## src/rtl/pipe_elastic_fifo.sv

```systemverilog
// Elastic DEPTH-entry circular queue between pipeline stages.
// All handshake outputs are registered; o_data comes straight from storage.
module pipe_elastic_fifo #(
    parameter int DWIDTH      = 8,
    parameter int DEPTH       = 4,
    parameter int AFULL_LEVEL = DEPTH - 1,
    localparam int CW         = $clog2(DEPTH + 1)
) (
    input  logic              clk,
    input  logic              reset_n,
    input  logic              flush,
    input  logic [DWIDTH-1:0] i_data,
    input  logic              i_valid,
    output logic              o_ready,
    output logic [DWIDTH-1:0] o_data,
    output logic              o_valid,
    input  logic              i_ready,
    output logic [CW-1:0]     o_count,
    output logic              o_almost_full
);

    localparam int PW = $clog2(DEPTH);

    logic [DWIDTH-1:0] mem [DEPTH];
    logic [PW-1:0]     wr_ptr;
    logic [PW-1:0]     rd_ptr;
    logic [PW-1:0]     wr_inc;
    logic [PW-1:0]     rd_inc;
    logic [CW-1:0]     cnt;
    logic [CW-1:0]     cnt_next;
    logic              push;
    logic              pop;

    // Transfer qualification, next occupancy and wrapped pointer increments
    always_comb begin
        push     = i_valid & o_ready;
        pop      = o_valid & i_ready;
        cnt_next = cnt + CW'(push) - CW'(pop);
        wr_inc   = (wr_ptr == PW'(DEPTH - 1)) ? '0 : wr_ptr + PW'(1);
        rd_inc   = (rd_ptr == PW'(DEPTH - 1)) ? '0 : rd_ptr + PW'(1);
    end

    // Payload storage; flush leaves contents alone but blocks the write
    always_ff @(posedge clk or negedge reset_n) begin
        if (!reset_n) begin
            for (int i = 0; i < DEPTH; i++) begin
                mem[i] <= '0;
            end
        end else if (push && !flush) begin
            mem[wr_ptr] <= i_data;
        end
    end

    // Pointer and occupancy bookkeeping
    always_ff @(posedge clk or negedge reset_n) begin
        if (!reset_n) begin
            wr_ptr <= '0;
            rd_ptr <= '0;
            cnt    <= '0;
        end else if (flush) begin
            wr_ptr <= '0;
            rd_ptr <= '0;
            cnt    <= '0;
        end else begin
            if (push) begin
                wr_ptr <= wr_inc;
            end
            if (pop) begin
                rd_ptr <= rd_inc;
            end
            cnt <= cnt_next;
        end
    end

    // Registered handshake flags computed from the post-transfer occupancy
    always_ff @(posedge clk or negedge reset_n) begin
        if (!reset_n) begin
            o_valid       <= 1'b0;
            o_ready       <= 1'b0;
            o_almost_full <= 1'b0;
        end else if (flush) begin
            o_valid       <= 1'b0;
            o_ready       <= 1'b1;
            o_almost_full <= 1'b0;
        end else begin
            o_valid       <= (cnt_next != '0);
            o_ready       <= (cnt_next < CW'(DEPTH));
            o_almost_full <= (cnt_next >= CW'(AFULL_LEVEL));
        end
    end

    assign o_data  = mem[rd_ptr];
    assign o_count = cnt;

endmodule

```

## config.mk

```make
export PLATFORM = sky130hd
export DESIGN_NAME = pipe_elastic_fifo
export DESIGN_NICKNAME = d
export VERILOG_FILES = /design/src/rtl/pipe_elastic_fifo.sv
export SDC_FILE = /design/constraint.sdc
export NUM_CORES = 1
export LEC_CHECK = 0
export CAP_MARGIN = 20
export CORE_MARGIN = 3
export CORE_UTILIZATION = 25
export CTS_CLUSTER_SIZE = 30
export DETAILED_ROUTE_END_ITERATION = 8
export GPL_TIMING_DRIVEN = 0
export PLACE_DENSITY = 0.4
export SETUP_SLACK_MARGIN = 0.05
export SYNTH_ARGS = -nofsm -noshare
export SYNTH_HDL_FRONTEND = slang
export SYNTH_SLANG_ARGS = --single-unit
```

## constraint.sdc

```tcl
create_clock -name clk -period 5.8 [get_ports clk]
set_clock_uncertainty 0.05 [all_clocks]
set_input_delay 0.87 -clock clk [delete_from_list [all_inputs] [get_ports clk]]
set_output_delay 0.87 -clock clk [all_outputs]
set_load 0.005 [all_outputs]
```

### The metal 2 layer

(3 px per micron)
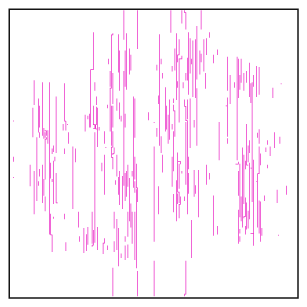
The longest straight run is 50.7 microns. 166 nets have wire on it. The layer carries 2180 microns of wire. The layer holds 52% of the routed length. The wires run mostly vertical.

### Routed metal, one color a layer

(4 px per micron)
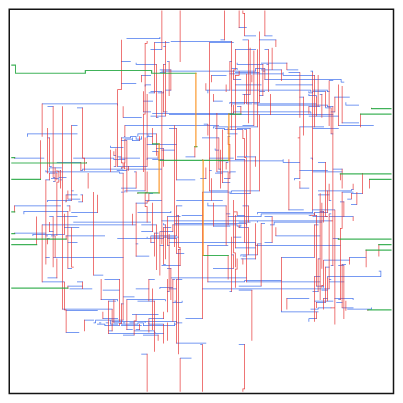
Orange shows met4, wire length 66.0 microns. Green shows met3, wire length 203 microns. Red shows met2, wire length 2180 microns. Blue shows met1, wire length 1720 microns.

==> results.cfg <==
; physical design summary
[sta]
period_needed_ns = 2.81
hold_viol_final = 0
rsz0062_at_grt = false
setup_violations = 0
slew_violations = 0
worst_pin_slew_ns = 0.436
post-route-period-util_pct = 48.5
relSlewSlack_pct = 70.9

[job]
tool_warnings = 29
max_cap_viol_count = 0

[yosys]
yosysMostFrequentCell = dfrtp_1
synth_cell_types = 22
yosys.area.top_type_share_pct = 52.2
synth_xor_xnor_area_share_pct = 1.12
synth_area_sq_mm = 0.00201
yosysCellCount = 126
netlist_instances = 126
ys_top_cells_by_count = 42 x dfrtp_1, 32 x mux2_2, 8 x mux4_2, 7 x ha_1
ys_top_logic_family = multiplexers
aoi_share_pct = 3.54
top_cells_by_area = dfrtp_1 52%, mux2_2 18%, mux4_2 9.0%, nand4b_4 4.7%, ha_1 4.4%
syn_nets = 147

[route]
wirelength_microns = 4180
routed-wl-met3_microns = 203
ant_nets = 0
wl_per_cell_microns = 15.9
drt-initial-drc-count = 11
via_per_inst = 4.39

[grt]
antenna_found_initial = 0
grt_overflow_total = 0
grt_pass1_wl_microns = 6770
first_global_vias = 1345
globalRouteMet1Util_pct = 11.3

[floorplan]
fp-utilization_pct = 25.9
ios = 27
num_rows = 32
core-area_sq_mm = 0.00777

[clock_network]
clock_sinks = 42
htree_levels = 2
post_cts_buffers = 0
post_cts_resized = 0
cts-root-buf = clkbuf_8
clk_pin_slew_ns = 0.08

[worst_setup_path]
r2r-end = o_ready
worstReg2RegStart = o_ready
rrSetupSlack_ns = 3.61
cp.arrival_ns = 1.89
worstPathMaxFanout = 10
end_kind = output pin
required_ns = 4.88

[layout]
comb_area_sq_um = 903
lay_top_count = dfrtp_1
clk_share_pct = 4.52
finalInstanceArea_sq_mm = 0.00252
largest_class = registers
areaGrowthSynthToFinish_pct = 25.2
comb_share_pct = 35.9

[power]
p_clk_share_pct = 20.9
combPwrFrac_pct = 37.6
p_sw_uw = 313
p_int_uw = 809
seqPwrFrac_pct = 41.5
seq_power_uw = 466
peakVddDrop_v = 0.000128
p_comb_uw = 421

[placement]
place_ws_ns = 2.67
hpwl_microns = 2950
io_buffers = 25

[run_status]
status = completed

[min_path]
min_path_type = in -> async
### Clock routing

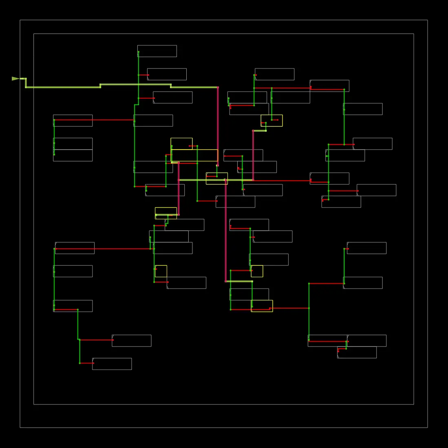
total CTS buffers: 5
# clk buffers: 5
flop count: 42

### Supply network

(4 px per micron) Pins as bars on the die edge. Tap cells in gray.
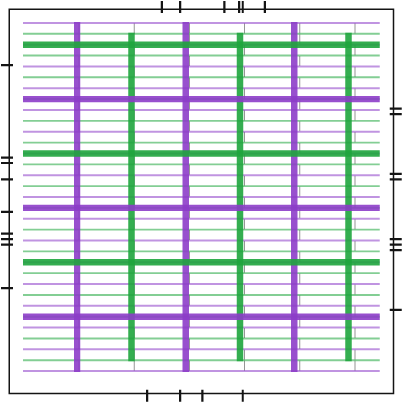
Purple shows VSS. Green shows VDD.
33 met1 rails follow the rows. 6 straps on met5. The core has 32 rows.

-- registers in the layout, summed over array words and instances, names as in the netlist --
register and cells:
o_valid 1, o_almost_full 1, o_ready 1, rd_ptr 2, o_count 3, wr_ptr 2
mem 32
-- worst max path at each step --
stage / startpoint / endpoint / slack, ns / cells past startpoint
final: rd_ptr[0] / o_data[1] / 2.99 / 3
after global routing: rd_ptr[0] / o_data[6] / 2.90 / 3
after CTS: rd_ptr[0] / o_data[1] / 2.94 / 3
after detailed placement: i_ready / o_ready / 2.67 / 9
after global placement: i_ready / o_ready / 2.70 / 9
after floorplan: i_valid / o_ready / 3.22 / 9
-- worst max-delay path, stage by stage, from the launching register on --
cell	delay [ns]
dfrtp_1	0.36
buf_4	0.24
mux4_2	0.54
clkdlybuf4s50_1	0.46
